## src/rtl/rob_pkg.sv

```systemverilog
// rob_pkg: shared ROB defaults, per-entry flag struct and pointer-to-count helper
package rob_pkg;
  localparam int DEF_SIZE = 64;
  localparam int DEF_ARCH_REGS = 32;
  localparam int DEF_PHYS_REGS = 64;
  localparam int DEF_RETIRE_WIDTH = 2;
  typedef struct packed {
    logic valid;
    logic done;
    logic exc;
    logic has_dest;
  } rob_flags_t;
  function automatic int unsigned ptr_count(input int unsigned head, input int unsigned tail, input int unsigned tw);
    return (tail - head) & ((32'd1 << (tw + 1)) - 32'd1);
  endfunction
endpackage

```

## src/rtl/rob_retire_select.sv

```systemverilog
// rob_retire_select: in-order retire mask, count and exception slot over the head window
// Ports: win_i (flags of RW entries from head, slot 0 oldest) -> mask_o, cnt_o, exc_hit_o, exc_slot_o
module rob_retire_select
  import rob_pkg::*;
#(
  parameter int RW = DEF_RETIRE_WIDTH,
  localparam int CW = $clog2(RW + 1),
  localparam int SW = RW > 1 ? $clog2(RW) : 1
) (
  input  rob_flags_t       win_i [RW],
  output logic [RW-1:0]    mask_o,
  output logic [CW-1:0]    cnt_o,
  output logic             exc_hit_o,
  output logic [SW-1:0]    exc_slot_o
);
  logic go, ok;
  always_comb begin
    mask_o = '0;
    cnt_o = '0;
    exc_hit_o = 1'b0;
    exc_slot_o = '0;
    go = 1'b1;
    ok = 1'b0;
    for (int i = 0; i < RW; i++) begin
      ok = win_i[i].valid & win_i[i].done & ~win_i[i].exc;
      if (go && ok) begin
        mask_o[i] = 1'b1;
        cnt_o = cnt_o + CW'(1);
      end else if (go) begin
        exc_hit_o = win_i[i].valid & win_i[i].done;
        exc_slot_o = SW'(i);
        go = 1'b0;
      end
    end
  end
endmodule

```

## src/rtl/rob_multi_retire.sv

```systemverilog
// rob_multi_retire: reorder buffer with in-order multi-slot retire, precise exceptions and flush
// Ports: CLK/RESET; Dispatch_* allocate at tail (Dispatch_tag_OUT, Full, Empty, Count_OUT);
// Complete_* mark entries done; Flush_IN clears; Retire_* / Exception_* are registered results.
// Optional: define ROB_STATS_EN for Stat_retired_OUT, Stat_full_cycles_OUT, Stat_exc_OUT.
module rob_multi_retire
  import rob_pkg::*;
#(
  parameter int SIZE = DEF_SIZE,
  parameter int NUM_ARCH_REGS = DEF_ARCH_REGS,
  parameter int NUM_PHYS_REGS = DEF_PHYS_REGS,
  parameter int RETIRE_WIDTH = DEF_RETIRE_WIDTH,
  localparam int LA = $clog2(NUM_ARCH_REGS),
  localparam int LP = $clog2(NUM_PHYS_REGS),
  localparam int TW = $clog2(SIZE),
  localparam int RW = RETIRE_WIDTH,
  localparam int CW = $clog2(RW + 1),
  localparam int SW = RW > 1 ? $clog2(RW) : 1
) (
  input  logic                 CLK,
  input  logic                 RESET,
  input  logic                 Dispatch_valid_IN,
  input  logic                 Dispatch_has_dest_IN,
  input  logic [LA-1:0]        Dispatch_arch_IN,
  input  logic [LP-1:0]        Dispatch_phys_IN,
  input  logic [LP-1:0]        Dispatch_old_phys_IN,
  output logic [TW-1:0]        Dispatch_tag_OUT,
  output logic                 Full,
  output logic                 Empty,
  output logic [TW:0]          Count_OUT,
  input  logic                 Complete_valid_IN,
  input  logic [TW-1:0]        Complete_tag_IN,
  input  logic                 Complete_exc_IN,
  input  logic                 Flush_IN,
  output logic [RW-1:0]        Retire_valid_OUT,
  output logic [RW-1:0]        Retire_regupd_OUT,
  output logic [RW*LA-1:0]     Retire_arch_OUT,
  output logic [RW*LP-1:0]     Retire_phys_OUT,
  output logic [RW*LP-1:0]     Retire_old_phys_OUT,
  output logic                 Exception_OUT,
  output logic [TW-1:0]        Exception_tag_OUT
`ifdef ROB_STATS_EN
  ,
  output logic [31:0]          Stat_retired_OUT,
  output logic [31:0]          Stat_full_cycles_OUT,
  output logic [15:0]          Stat_exc_OUT
`endif
);
  rob_flags_t fl_q [SIZE];
  rob_flags_t fl_d [SIZE];
  logic [LA-1:0] arch_q [SIZE];
  logic [LP-1:0] phys_q [SIZE];
  logic [LP-1:0] old_q [SIZE];
  logic [TW:0] head_q, head_d, tail_q, tail_d, count_q, count_d;
  logic full_q, full_d, empty_q, empty_d, accept;
  logic [TW-1:0] widx [RW];
  rob_flags_t win [RW];
  logic [RW-1:0] mask, rv_q, rv_d, ru_q, ru_d;
  logic [CW-1:0] cnt;
  logic exc_hit, exc_q, exc_d;
  logic [SW-1:0] exc_slot;
  logic [TW-1:0] etag_q, etag_d;
  logic [RW*LA-1:0] ra_q, ra_d;
  logic [RW*LP-1:0] rp_q, rp_d, ro_q, ro_d;
  always_comb
    for (int i = 0; i < RW; i++) begin
      widx[i] = head_q[TW-1:0] + TW'(i);
      win[i] = fl_q[widx[i]];
    end
  rob_retire_select #(.RW(RW)) u_sel (
    .win_i(win),
    .mask_o(mask),
    .cnt_o(cnt),
    .exc_hit_o(exc_hit),
    .exc_slot_o(exc_slot)
  );
  assign accept = Dispatch_valid_IN & ~full_q;
  always_comb begin
    fl_d = fl_q;
    head_d = head_q;
    tail_d = tail_q;
    exc_d = 1'b0;
    etag_d = '0;
    for (int i = 0; i < RW; i++) begin
      rv_d[i] = mask[i];
      ru_d[i] = mask[i] & win[i].has_dest;
      ra_d[i*LA +: LA] = mask[i] ? arch_q[widx[i]] : '0;
      rp_d[i*LP +: LP] = mask[i] ? phys_q[widx[i]] : '0;
      ro_d[i*LP +: LP] = mask[i] ? old_q[widx[i]] : '0;
    end
    if (Flush_IN) begin
      fl_d = '{default: '0};
      head_d = '0;
      tail_d = '0;
      rv_d = '0;
      ru_d = '0;
      ra_d = '0;
      rp_d = '0;
      ro_d = '0;
    end else if (exc_hit) begin
      fl_d = '{default: '0};
      head_d = '0;
      tail_d = '0;
      exc_d = 1'b1;
      etag_d = widx[exc_slot];
    end else begin
      if (Complete_valid_IN && fl_q[Complete_tag_IN].valid) begin
        fl_d[Complete_tag_IN].done = 1'b1;
        fl_d[Complete_tag_IN].exc = Complete_exc_IN;
      end
      if (accept)
        fl_d[tail_q[TW-1:0]] = '{valid: 1'b1, done: 1'b0, exc: 1'b0, has_dest: Dispatch_has_dest_IN};
      for (int i = 0; i < RW; i++)
        if (mask[i]) fl_d[widx[i]] = '0;
      head_d = head_q + (TW+1)'(cnt);
      tail_d = tail_q + (TW+1)'(accept);
    end
    count_d = (TW+1)'(ptr_count(32'(head_d), 32'(tail_d), TW));
    full_d = (head_d[TW-1:0] == tail_d[TW-1:0]) && (head_d[TW] != tail_d[TW]);
    empty_d = head_d == tail_d;
  end
  always_ff @(posedge CLK)
    if (RESET) begin
      fl_q <= '{default: '0};
      head_q <= '0;
      tail_q <= '0;
      count_q <= '0;
      full_q <= 1'b0;
      empty_q <= 1'b1;
      rv_q <= '0;
      ru_q <= '0;
      ra_q <= '0;
      rp_q <= '0;
      ro_q <= '0;
      exc_q <= 1'b0;
      etag_q <= '0;
    end else begin
      fl_q <= fl_d;
      head_q <= head_d;
      tail_q <= tail_d;
      count_q <= count_d;
      full_q <= full_d;
      empty_q <= empty_d;
      rv_q <= rv_d;
      ru_q <= ru_d;
      ra_q <= ra_d;
      rp_q <= rp_d;
      ro_q <= ro_d;
      exc_q <= exc_d;
      etag_q <= etag_d;
    end
  // payload needs no reset: it is only read through a valid entry
  always_ff @(posedge CLK)
    if (accept) begin
      arch_q[tail_q[TW-1:0]] <= Dispatch_arch_IN;
      phys_q[tail_q[TW-1:0]] <= Dispatch_phys_IN;
      old_q[tail_q[TW-1:0]] <= Dispatch_old_phys_IN;
    end
  assign Dispatch_tag_OUT = tail_q[TW-1:0];
  assign Full = full_q;
  assign Empty = empty_q;
  assign Count_OUT = count_q;
  assign Retire_valid_OUT = rv_q;
  assign Retire_regupd_OUT = ru_q;
  assign Retire_arch_OUT = ra_q;
  assign Retire_phys_OUT = rp_q;
  assign Retire_old_phys_OUT = ro_q;
  assign Exception_OUT = exc_q;
  assign Exception_tag_OUT = etag_q;
`ifdef ROB_STATS_EN
  logic [CW-1:0] rcnt;
  assign rcnt = Flush_IN ? '0 : cnt;
  always_ff @(posedge CLK)
    if (RESET) begin
      Stat_retired_OUT <= '0;
      Stat_full_cycles_OUT <= '0;
      Stat_exc_OUT <= '0;
    end else begin
      Stat_retired_OUT <= (Stat_retired_OUT > ~32'(rcnt)) ? '1 : Stat_retired_OUT + 32'(rcnt);
      if (full_q && Dispatch_valid_IN && !(&Stat_full_cycles_OUT))
        Stat_full_cycles_OUT <= Stat_full_cycles_OUT + 32'd1;
      if (exc_hit && !Flush_IN && !(&Stat_exc_OUT))
        Stat_exc_OUT <= Stat_exc_OUT + 16'd1;
    end
`endif
endmodule

```

## config.mk

```make
export PLATFORM = sky130hd
export DESIGN_NAME = rob_multi_retire
export DESIGN_NICKNAME = d
export VERILOG_FILES = /design/src/rtl/rob_pkg.sv /design/src/rtl/rob_retire_select.sv /design/src/rtl/rob_multi_retire.sv
export SDC_FILE = /design/constraint.sdc
export NUM_CORES = 2
export LEC_CHECK = 0
export ABC_AREA = 1
export CAP_MARGIN = 20
export CORE_ASPECT_RATIO = 1.5
export CORE_UTILIZATION = 45
export DETAILED_ROUTE_END_ITERATION = 8
export MAX_ROUTING_LAYER = met4
export PLACE_DENSITY = 0.6
export SLEW_MARGIN = 20
export SYNTH_ARGS = -nofsm -noshare
export SYNTH_HDL_FRONTEND = slang
export SYNTH_SLANG_ARGS = --single-unit
```

## constraint.sdc

```tcl
create_clock -name CLK -period 5.6 [get_ports CLK]
set_clock_uncertainty 0.2 [all_clocks]
set_input_delay 1.12 -clock CLK [delete_from_list [all_inputs] [get_ports CLK]]
set_output_delay 1.12 -clock CLK [all_outputs]
set_load 0.03 [all_outputs]
```

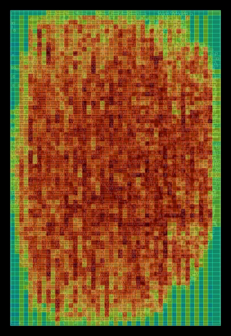
Fig. 1. Routing congestion map.
post-layout util: 0.513
gr usage total: 0.432
met2 Use GR: 0.635

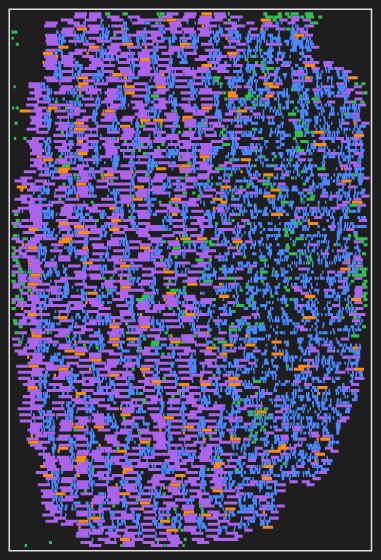
Fig. 2. Cell classes on the final placement.
| colour | class | cells | share of their area |
|---|---|---|---|
| green | other buffers and delay cells | 379 | 4.5% |
| purple | flops | 1412 | 51% |
| orange | clock drivers and dummy loads | 263 | 6.1% |
| blue | combinational and other logic | 5919 | 38% |
sequential share of cell area: 0.498
Rows: 176
final instance area: 78700 µm²
core area: 153000 µm²

==> flow_summary.yaml <==
# implementation run metrics
drt:
  highest_layer: "met4"
  postRouteAntennaNets: 0
  drc: 0
  drt_iter0_drc: 10200
  drtPass1Iterations: 7
  routed_wl_mm: 332
  dr_total_vias: 65700
  wl_met2_mm: 146
  drt-vias-per-instance: 6.55
  route.met3.wl_mm: 38.2
  wl_per_cell_um: 33.1
  wl_met1_mm: 109
placement:
  place_inst: 9756
  port_buffers: 89
  dp_slack_ns: 0.464
  post-dp-hpwl_mm: 206
  gp_congestion: 1.03
  post_dp_cell_area_um2: 73900
cells_and_area:
  layout_top_cells: "1912 x nand2_1, 1088 x edfxtp_1, 767 x nor2_1"
  syn_to_final_growth_pct: 13.1
  num_antenna_cells: 9
  mostFrequentLayoutCell: "nand2_1"
  fillers: 14100
  buffers_excl_clock: 379
  finalNonFillerCells: 10000
  seq_cells: 1412
  final-nonclk-buf-share: 0.0439
  seq_area_um2: 39200
  comb_area_frac: 0.331
  num-nonclk-inverters: 721
  layout-drive-gt1-share: 0.0848
  logic_gate_count: 5198
  nets: 7900
  logic_area_um2: 26100
  clk_share: 0.0591
  largest_class: "flip-flops and latches"
  nClkBuffers: 184
clock_tree:
  cts.root.buffer_cell: "clkbuf_16"
  cts-buffers-inserted: 145
  cts_resized: 0
  clk_pin_slew_ns: 0.06
  post_cts_buffers: 0
  cts_buffer_depth: 3
  tritoncts: "built"
  worstSkewPairLatency_ns: 0.84
  hold_buffers: 0
  htreeDepth: 4
  cts_sinks: 1412
synth:
  topCellsByArea: "edfxtp_1 47%, nand2_1 10%, dfxtp_1 9.3%"
  simple_gate_area_frac: 0.193
  yosys_cells: 7860
  syn_area_um2: 69600
  synth_seq_share: 0.563
  synthAdderAreaFrac: 0.00255
  ys_sh_mux: 0.000719
  ys_chip_area_um2: 69600
  largest_area_cell: "edfxtp_1"
  postSynthCellCount: 7860
  aoi_share: 0.167
  synth_flops: 1412
  yosys_warnings: 0
  top_cell_area_share: 0.470
  yosysUniqueCellTypes: 48
  ys_sh_xor: 0.000989
  synth_top_cell_by_count: "nand2_1"
  syn_nets: 7903
  synth-edff-count: 1088
  flop_cell: "edfxtp_1"
  common_cells: "1918 x nand2_1, 1088 x edfxtp_1, 849 x nor2_1, 692 x inv_1, 638 x o21ai_0"
  avgSynthCellArea_um2: 8.85
  synthArstFlopShare: 0
  topCombFamilyByArea: "simple AND/OR/NAND/NOR gates"
timing:
  hold_slack_ns: 0.351
  setup_viol: 0
  drv_slew: 0
  period_minus_slack_ns: 5.22
  final.period_utilization: 0.933
  hold_viol: 0
  setup_ws_ns: 0.378
  rsz0062_at_grt: "false"
  relSlewSlack: 0.168
  tns_ns: 0
  max_freq_mhz: 191
  worstMarginPinSlew_ns: 1.23
min_path:
  whs_path_depth: 3
  hp-class: "flip-flop to flip-flop"
  holdCritStartpoint: "head_q[6]"
  holdPathEnd: "head_q[6]"
die:
  die_area_um2: 156000
  io_pins: 90
  die_h_um: 484
  fp_util: 0.453
  tap-cell-count: 2047
  die_w_um: 323
power:
  pwr-share-seq: 0.526
  p_sw_uw: 4750
  p_comb_frac: 0.019
  ir_drop_uv: 231
  switching_share: 0.221
  pwr.group.clock_uw: 9780
  intPower_uw: 16700
  fin_total_pwr_uw: 21500
  pg_seq_uw: 11300
  power-top-group: "sequential cells"
  clkPwrFrac: 0.455
  power_density_nw_per_um2: 273
  powerComb_uw: 407
  power_leakage_uw: 0.0287
setup_path:
  crit_top_cell: "nand2_1"
  cp_slowest_stage_delay_ns: 0.50
  r2r_cells: 27
  crit_fanout: 10
  critPathBufInv: 6
  endpoint: "Count_OUT[6]"
  cp.arrival_ns: 5.76
  cp.required_ns: 6.14
  start_kind: "flip-flop"
  crit_path_start: "head_q[1]"
  critPathTopFamily: "simple AND/OR/NAND/NOR gates"
  reg2reg_from: "head_q[1]"
  r2r_setup_slack_ns: 0.38
  reg2reg_to: "Count_OUT[6]"
  worstSetupPathType: "flip-flop to flip-flop"
  end_kind: "flip-flop"
  slowest_stage: "dfxtp_2"
  cp.depth: 27
grt:
  grt_pass1_vias: 61600
  antenna_found_initial: 10
  grt_use_met1: 0.479
  use_met3: 0.101
  gr-total-overflow: 0
  grt_max_degree: 157
  grt_pass1_wl_mm: 460
  busiest_layer: "met2"
status:
  outcome: "finished, final reports clean"
job:
  max_cap_violations: 0
  warnings: 39
Power is estimated from default activity; no workload was simulated.
